<file path="src/rtl/pipelined_alu_bank.sv">
// Two-stage ALU: operands are registered, evaluated combinationally, then queued
// with their tag in a result FIFO that the consumer drains under valid/ready.
module pipelined_alu_bank #(
   parameter int DATA_WIDTH = 32,
   parameter int TAG_WIDTH  = 4,
   parameter int FIFO_DEPTH = 4
) (
   input  logic                  clk,
   input  logic                  rst_n,
   input  logic                  in_valid,
   output logic                  in_ready,
   input  logic [DATA_WIDTH-1:0] operand_a,
   input  logic [DATA_WIDTH-1:0] operand_b,
   input  logic [5:0]            opcode,
   input  logic [TAG_WIDTH-1:0]  in_tag,
   output logic                  out_valid,
   input  logic                  out_ready,
   output logic [DATA_WIDTH-1:0] result,
   output logic [3:0]            flags,
   output logic [TAG_WIDTH-1:0]  out_tag,
   output logic                  illegal
);

   localparam int SHW = $clog2(DATA_WIDTH);
   localparam int PW  = $clog2(FIFO_DEPTH);
   localparam int CW  = PW + 1;
   localparam logic [DATA_WIDTH-1:0] ONE = DATA_WIDTH'(1);

   typedef enum logic [5:0] {
      OP_ADD = 6'b00_0000,
      OP_SUB = 6'b00_0001,
      OP_INC = 6'b00_0010,
      OP_DEC = 6'b00_0011,
      OP_NEG = 6'b00_0100,
      OP_AND = 6'b01_0000,
      OP_OR  = 6'b01_0001,
      OP_XOR = 6'b01_0010,
      OP_NOT = 6'b01_0011,
      OP_SHL = 6'b01_0100,
      OP_SHR = 6'b01_0101,
      OP_SRA = 6'b01_0110
   } opcode_e;

   typedef struct packed {
      logic [DATA_WIDTH-1:0] result;
      logic [3:0]            flags;
      logic [TAG_WIDTH-1:0]  tag;
      logic                  illegal;
   } entry_t;

   logic                  ready_en;
   logic                  accept;
   logic                  s1_valid;
   logic [DATA_WIDTH-1:0] s1_a;
   logic [DATA_WIDTH-1:0] s1_b;
   opcode_e               s1_op;
   logic [TAG_WIDTH-1:0]  s1_tag;

   logic [DATA_WIDTH-1:0] add_x;
   logic [DATA_WIDTH-1:0] add_y;
   logic                  add_cin;
   logic                  is_arith;
   logic                  illegal_op;
   logic [DATA_WIDTH-1:0] logic_res;
   logic [DATA_WIDTH:0]   sum;
   logic                  ovf;
   logic [DATA_WIDTH-1:0] res;
   entry_t                alu_out;

   entry_t                mem [FIFO_DEPTH];
   logic [PW-1:0]         wr_ptr;
   logic [PW-1:0]         rd_ptr;
   logic [CW-1:0]         count;
   logic                  push;
   logic                  pop;
   entry_t                head;

   // Credits count both queued results and the one in flight in stage 1, so an
   // accepted request always finds a free FIFO slot when it arrives.
   assign in_ready = ready_en && ((count + CW'(s1_valid)) < CW'(FIFO_DEPTH));
   assign accept   = in_valid && in_ready;

   // NOTE: sequential state uses non-blocking assignments so every flop samples
   // pre-edge values regardless of process ordering.
   always_ff @(posedge clk or negedge rst_n) begin
      if (!rst_n) begin
         ready_en <= 1'b0;
         s1_valid <= 1'b0;
      end else begin
         ready_en <= 1'b1;
         s1_valid <= accept;
      end
   end

   // NOTE: payload registers carry no reset; their contents are only consumed
   // when the matching valid bit is set, which is reset.
   always_ff @(posedge clk) begin
      if (accept) begin
         s1_a   <= operand_a;
         s1_b   <= operand_b;
         s1_op  <= opcode_e'(opcode);
         s1_tag <= in_tag;
      end
   end

   // Subtracting forms are mapped onto one adder as x + ~y + 1.
   // NOTE: every combinational output gets a default first so no path infers a latch.
   always_comb begin
      add_x      = s1_a;
      add_y      = '0;
      add_cin    = 1'b0;
      is_arith   = 1'b0;
      illegal_op = 1'b0;
      logic_res  = '0;
      case (s1_op)
         OP_ADD: begin is_arith = 1'b1; add_y = s1_b; end
         OP_SUB: begin is_arith = 1'b1; add_y = ~s1_b; add_cin = 1'b1; end
         OP_INC: begin is_arith = 1'b1; add_cin = 1'b1; end
         OP_DEC: begin is_arith = 1'b1; add_y = ~ONE; add_cin = 1'b1; end
         OP_NEG: begin is_arith = 1'b1; add_x = '0; add_y = ~s1_a; add_cin = 1'b1; end
         OP_AND: logic_res = s1_a & s1_b;
         OP_OR:  logic_res = s1_a | s1_b;
         OP_XOR: logic_res = s1_a ^ s1_b;
         OP_NOT: logic_res = ~s1_a;
         OP_SHL: logic_res = s1_a << s1_b[SHW-1:0];
         OP_SHR: logic_res = s1_a >> s1_b[SHW-1:0];
         OP_SRA: logic_res = $signed(s1_a) >>> s1_b[SHW-1:0];
         default: illegal_op = 1'b1;
      endcase
   end

   assign sum = {1'b0, add_x} + {1'b0, add_y} + {{DATA_WIDTH{1'b0}}, add_cin};
   assign ovf = (add_x[DATA_WIDTH-1] == add_y[DATA_WIDTH-1]) &&
                (sum[DATA_WIDTH-1] != add_x[DATA_WIDTH-1]);
   assign res = is_arith ? sum[DATA_WIDTH-1:0] : logic_res;

   always_comb begin
      alu_out     = '0;
      alu_out.tag = s1_tag;
      if (illegal_op) begin
         alu_out.flags   = 4'b0001;
         alu_out.illegal = 1'b1;
      end else begin
         alu_out.result = res;
         alu_out.flags  = {is_arith & sum[DATA_WIDTH], is_arith & ovf,
                           res[DATA_WIDTH-1], res == '0};
      end
   end

   assign push = s1_valid;
   assign pop  = out_valid && out_ready;

   always_ff @(posedge clk) begin
      if (push) mem[wr_ptr] <= alu_out;
   end

   // Pointers are exactly PW bits wide, so wrap modulo FIFO_DEPTH is free.
   always_ff @(posedge clk or negedge rst_n) begin
      if (!rst_n) begin
         wr_ptr <= '0;
         rd_ptr <= '0;
         count  <= '0;
      end else begin
         if (push) wr_ptr <= wr_ptr + PW'(1);
         if (pop)  rd_ptr <= rd_ptr + PW'(1);
         count <= count + CW'(push) - CW'(pop);
      end
   end

   assign out_valid = (count != '0);
   assign head      = out_valid ? mem[rd_ptr] : '0;
   assign result    = head.result;
   assign flags     = head.flags;
   assign out_tag   = head.tag;
   assign illegal   = head.illegal;

endmodule

</file>
<file path="config.mk">
export PLATFORM = sky130hd
export DESIGN_NAME = pipelined_alu_bank
export DESIGN_NICKNAME = d
export VERILOG_FILES = /design/src/rtl/pipelined_alu_bank.sv
export SDC_FILE = /design/constraint.sdc
export NUM_CORES = 1
export LEC_CHECK = 0
export CAP_MARGIN = 20
export CORE_MARGIN = 2
export CORE_UTILIZATION = 47
export DETAILED_ROUTE_END_ITERATION = 12
export PLACE_DENSITY = 0.66
export SKIP_LAST_GASP = 1
export SLEW_MARGIN = 20
export SYNTH_ARGS = -nofsm -noshare
export SYNTH_HDL_FRONTEND = slang
export SYNTH_SLANG_ARGS = --single-unit
</file>
<file path="constraint.sdc">
create_clock -name clk -period 17.3 [get_ports clk]
set_clock_uncertainty 0.1 [all_clocks]
set_input_delay 3.46 -clock clk [delete_from_list [all_inputs] [get_ports clk]]
set_output_delay 3.46 -clock clk [all_outputs]
set_load 0.05 [all_outputs]
</file>
**Run 1: routing congestion**

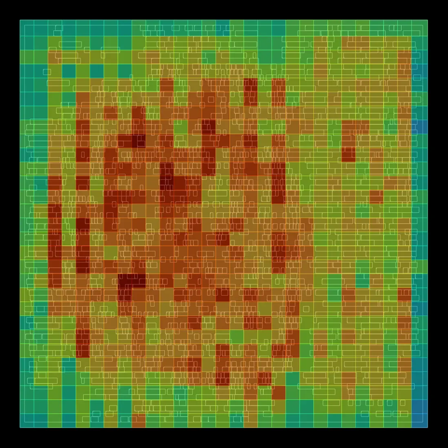
grt met2 use: 44.3%
met1 usage in global routing: 40.3%

**Run 1: cells colored by class**

The bar under the picture is 50 um long.
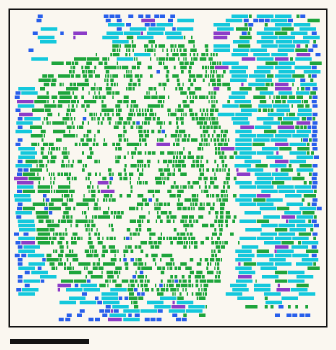
Blue is remaining buffers and delay cells, cells 152. Cyan is registers, cells 243. Green is remaining logic cells, cells 1,318. Purple is clock drivers and dummy loads, cells 48.

==> notes.md, run 1 <==
The flow ran to the end, and the final reports show no timing, DRC or antenna violations. The tree is rooted in a clkbuf_16. The total via count after detailed routing was 14,900. Yosys reported a register bit count of 243. The run gives 580 ps for the clock latency reported for the late side of the worst-skew pair. The final report lists a non-filler cell total of 2,280. The largest stage delay on the critical path came out at 560 ps. Looking at the setup timing report, the critical path kind is flip-flop to flip-flop. The count of flip-flops with a built-in enable after synthesis was 234.

Entering global routing, the biggest net connects 76 pins. Post-route period utilization is reported as 39.6%. Overall power consumption after layout is estimated at 2.45 mW. By instance count after routing, the leading logic cell type is edfxtp_1. Across all hold checks on the routed design, the worst slack comes to 399 ps.

The run gives 0.799 mW as the reported sequential group power. For the chip footprint, the log shows 40,400 um^2. Synthesis produced a netlist whose cell count is 1,724. The power report lists the clock group at 0.595 mW. For the final routed database, the setup TNS stands at 0 ps.

The pre-antenna-repair detailed-routing pass consisted of 5 iterations. The first global-routing pass estimated 89,100 um of wire. Across all checked pins, the minimum headroom to the slew limit is 26.8%. The logs give 3,451 for the number of fill cells and 3 for the maximum number of buffers from clock root to sink. For the combinational group, total power comes out at 1.06 mW.

For the part of the power in registers, the log shows 32.6%. After layout, the worst setup slack is 10,450 ps. The netlist uses 84 different library cells. Yosys printed 0 warnings.

For met3 alone, demand over resource in global routing was 5.26%. Yosys reports that the leading cell type by area covers 38.5% of the netlist area. The layout summary lists the proportion of cells stronger than drive strength 1 as 12.7%.

On the critical path the largest part of the delay comes from simple AND/OR/NAND/NOR gates. The H-tree depth came out at 1. The CTS log lists the clock sinks for this run as 243. According to the I/O placement log, the pin count is 121.

The largest share of the power goes to combinational logic. The die is 201 um tall. In this run the cell area of the synthesized design comes to 18,300 um^2. The tools report the cell count listed in synth_stat.txt as 1,724.
**Run 1: sizing map**

The bar under the picture is 50 um long.
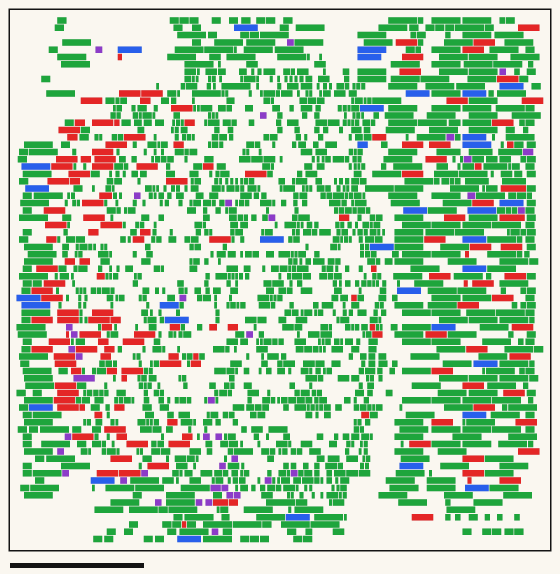
Purple is x3 and x4, cells 39, share 2.2%. Red is x2, cells 151, share 8.6%. Green is x1 and smaller, cells 1,537, share 87%. Blue is x6 and larger, cells 34, share 1.9%.

**Run 1: where the registers sit**

The bar under the picture is 50 um long. Other sequential cells in the stronger gray, the rest of the logic in the fainter gray.
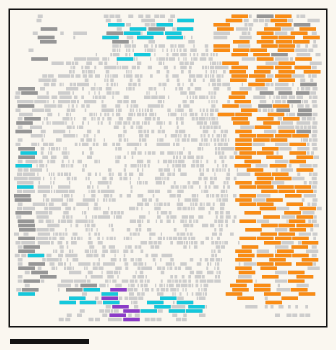
Orange is mem, sequential cells 160, where a vertical strip on the right. Purple is s1_op, sequential cells 6. Cyan is s1_b, sequential cells 32.
Another 45 sequential cells are not colored.

run 1: cells in the mapped netlist, types with 47 or more instances:
library cell / number
mux4_2: 95
inv_1: 80
edfxtp_1: 234
and2_1: 52
a21oi_1: 76
nor2_1: 128
o22ai_1: 51
nand2_1: 139
clkbuf_1: 95
xnor2_1: 47
o21ai_0: 65
mux2i_1: 49
ha_1: 104
run 1: per-layer routing:
metal  wire length [um]  part of all wire, %
met1              24400                   42
met2              26500                   45
met3               5320                  9.1
met4               2370                  4.1
met5                 46                0.079
run 1: worst paths after layout:
| path | from | end | slack (ps) | depth (start not counted) |
|---|---|---|---|---|
| max in group asynchronous | rst_n | rd_ptr[1] | 13660 | 1 |
| setup reg to reg | s1_op[1] | mem[3][5] | 10450 | 20 |
| min in group asynchronous | rst_n | wr_ptr[0] | 3120 | 1 |
| hold reg to reg | s1_tag[1] | mem[0][2] | 400 | 0 |
| setup / recovery | s1_op[1] | mem[3][5] | 10450 | 20 |
| hold / removal | s1_tag[1] | mem[0][2] | 400 | 0 |
run 1: cells by family (layout without fill, tap and decap cells):
| group | count (synthesis) | in the layout | synth area share (%) |
|---|---|---|---|
| mux | 175 | 175 | 16.4 |
| xor+xnor | 54 | 54 | 2.59 |
| other cells | 1 | 2 | 0.0205 |
| flops | 243 | 243 | 39.7 |
| compound gates | 435 | 435 | 16.2 |
| fa+ha+maj | 107 | 107 | 7.40 |
| buf+inv | 246 | 283 | 5.65 |
| simple gates | 463 | 463 | 12.1 |
run 1: final cells by class:
class / instances / area share (%)
multi-input combinational: 1235 / 48.6
antenna: 1 / 0.0122
tap: 518 / 3.15
sequential: 243 / 35.2
clock buffer: 29 / 3.32
inverter: 83 / 1.51
timing repair buffer: 152 / 7.00
clock inverter: 19 / 1.15
**Run 1: selected gate families**

The bar under the picture is 50 um long.
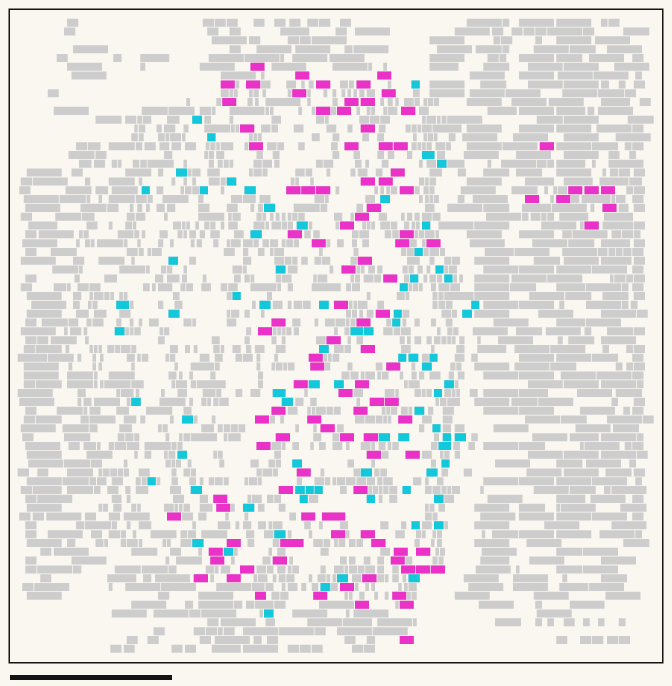

==> inputs of run 2 (changes only) <==
Settings changed: PLACE_DENSITY 0.66 to 0.68.
Clock period 17.3 ns to 5.57 ns, I/O delays scaled along.
**Run 2: selected gate families**

The bar under the picture is 50 um long.
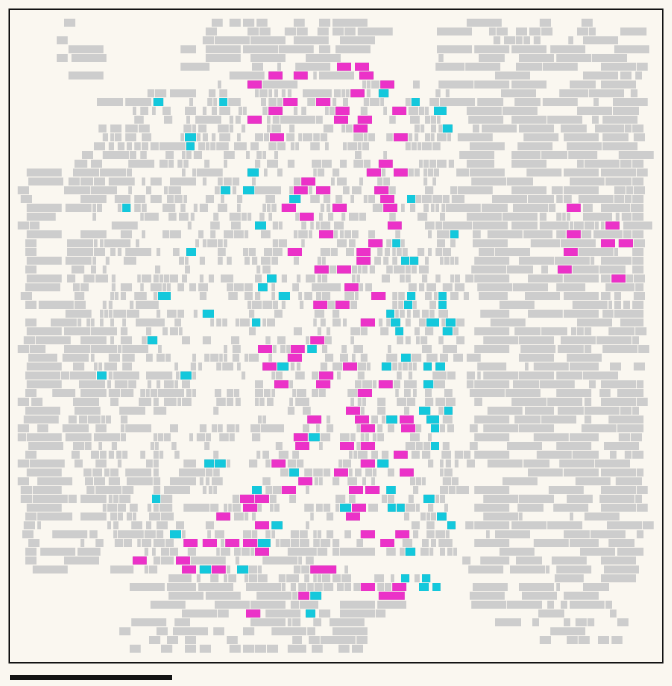
Magenta is fa/ha/maj cells, cells 107, most used ha_1, where a vertical strip down the middle. Cyan is non-inverting ao/oa cells, cells 78, most used a21o_1.

==> notes.md, run 2 <==
The highest routed metal layer is met5 (unchanged). Type of the setup path with the least slack: flip-flop to flip-flop (unchanged). The logs give 40.3% (about the same) for the global routing met1 resource utilization and 3.42 mW (was 1.06 mW) for the power consumed by combinational cells. The number of pins with negative max-slew slack in the final report is 0 (unchanged). The basic-gate share of the synthesized area counting and, or, nand and nor cells was 12.1% (unchanged).

Ratio of final minimum period to clock period: 97.7% (was 39.6%). The combinational family with the most area after synthesis was multiplexers (unchanged). The logs give 33.5% (was 26.8%) for the worst slew margin relative to its limit and 2 (was 3) for the number of antenna violations at the first check in global routing. The highest-power group is combinational logic (unchanged).

The worst hold slack after final layout was 409 ps (was 399 ps); the register bit total from synthesis was 243 (unchanged). The logs give 43.5% (was 44.3%) for the met2 capacity usage during global routing and 0.246 mV (was 0.129 mV) for the peak supply drop. The area share of the largest cell type after synthesis was 38.5% (unchanged). The pin count of the biggest net entering global routing came out at 87 (was 76). The most frequent cell after synthesis was edfxtp_1 (unchanged). The flow ran to the end, and the final reports show no timing, DRC or antenna violations. The tools report the launching point of the worst reg2reg path as s1_op[0] (was s1_op[1]). With the number of clock sinks seen by CTS at 243 (unchanged), the number of instances in the synthesized netlist is 1,724 (unchanged). With the maximum number of buffers from clock root to sink at 3 (unchanged), the worst reg-to-reg setup slack is 130 ps (was 10,450 ps). The chip footprint was 40,400 um^2 (unchanged). The mux share of post-synthesis cell area was 16.4% (unchanged).

The accumulated negative setup slack came out at 0 ps (unchanged). The start point of the critical path is s1_op[0] (was s1_op[1]). For the length of routed wiring on met1, the log shows 23,900 um (was 24,400 um). Clock root buffer master: clkbuf_16 (unchanged).

The met3 usage came out at 5.99% (was 5.26%). For the cell count listed in synth_stat.txt, the log shows 1,724 (unchanged). For the synthesized area, the log shows 18,300 um^2 (unchanged).

The tools report the wire length on met3 as 6040 um (was 5320 um). TritonCTS built the clock tree. The share of the synthesized netlist area taken by xor and xnor gates works out to 2.59% (unchanged). With the floorplan die height at 201 um (unchanged), the utilization after layout is 55.1% (was 53.5%). The part of the power in registers is 31.7% (was 32.6%).

The logs give 88,600 um (was 89,100 um) for the first-pass GRT wire length and 47.5% (unchanged) for the pre-placement core utilization. The most frequently placed logic cell in the final layout is edfxtp_1 (unchanged). The logs give 6 (was 5) for the number of optimization iterations in the first detailed-route pass and 7.70 mW (was 2.45 mW) for the total design power. The clock latency reported for the late side of the worst-skew pair is 600 ps (was 580 ps).

The yosys synthesis warning count was 0 (unchanged). For the number of fill cells, the log shows 3,372 (was 3,451). The adder-cell share of the synthesized area is 7.40% (unchanged), and the I/O pin count is 121 (unchanged). Most frequent cells after synthesis: edfxtp_1, nand2_1, nor2_1 (unchanged). The antenna diode count was 0 (was 1); the count of flip-flops with a built-in enable after synthesis was 234 (unchanged). The run gives 16.2% (unchanged) for the post-synthesis compound-gate area fraction.

The H-tree depth is 1 (unchanged). The capturing element of the worst setup path is mem[2][5] (was mem[3][5]). The core region area is 38,500 um^2 (unchanged). For the total via count after detailed routing, the log shows 15,200 (was 14,900). Detailed-routed wire length on met2: 26,300 um (was 26,500 um). The endpoint of the most critical register-to-register path was mem[2][5] (was mem[3][5]). The count of cells along the worst register-to-register path was 12 (was 20); the reported sequential group power was 2.45 mW (was 0.799 mW). The power attributed to the clock group came out at 1.84 mW (was 0.595 mW).
**Run 2: where the registers sit**

The bar under the picture is 50 um long. Other sequential cells in the stronger gray, the rest of the logic in the fainter gray.
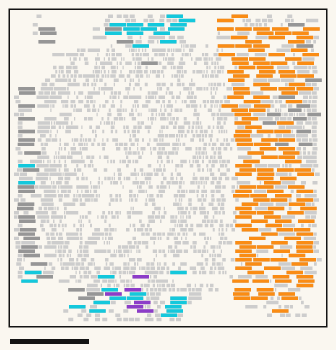
Purple is s1_op, sequential cells 6, where bottom center. Orange is mem, sequential cells 160, where a vertical strip on the right. Cyan is s1_b, sequential cells 32.
Another 45 sequential cells are not colored.

==> run 2: cell counts after synthesis <==
No cell type changed its count.
==> run 2: worst min-delay path by stage <==
stage / start / end / slack [ps] / cells past startpoint
after detailed placement: s1_tag[0] / mem[3][1] / 400 / 0
after CTS: s1_tag[0] / mem[1][1] / 410 / 0
after global placement: s1_tag[0] / mem[1][1] / 370 / 0
after floorplan: s1_tag[0] / mem[0][1] / 360 / 0
final: s1_tag[0] / mem[3][1] / 410 / 0
after global routing: s1_tag[3] / mem[0][4] / 430 / 0
==> run 2: kinds of logic (layout without fill, tap and decap cells) <==
group                      Yosys count  after routing
AOI/OAI and AO/OA                  435            435
xor gates and xnor gates            54             54
adders and majority gates          107            107
buffers and inverters              246            347
DFF                                243            243
muxes                              175            175
other                                1              1
and+or+nand+nor                    463            463
==> run 2: cell type report <==
cell class | instances | area share (%)
clock inverters | 17 | 0.880
multi-input cells | 1235 | 47.5
inverters | 83 | 1.47
flip-flops and latches | 243 | 34.2
repair buffers | 214 | 9.37
well taps | 518 | 3.06
clock buffers | 33 | 3.48
==> run 2: critical path: stages, from the launching register on <==
cell and delay [ps]:
edfxtp_1 540, buf_4 430, nor2b_1 250, and2_0 440, buf_4 270, a221oi_1 570
o31a_1 320, o211ai_1 300, or4_4 640, nor4_2 250, nand4b_1 180, or4_4 560
nor4b_4 330
==> run 2: through the flow <==
stage / instances / setup slack, ps
2_1_floorplan: 1724 / 9.90
3_3_place_gp: 2289 / 200
3_5_place_dp: 2289 / 94.4
4_1_cts: 2339 / 8.82
5_1_grt: 2343 / -20.9
6_report: 2343 / 128
==> run 2: timing repair <==
action                                  CTS  global route
endpoints found under the setup margin    0             4
buffers inserted                          0             4
resized                                   0            13
Power is estimated from default activity; no workload was simulated.
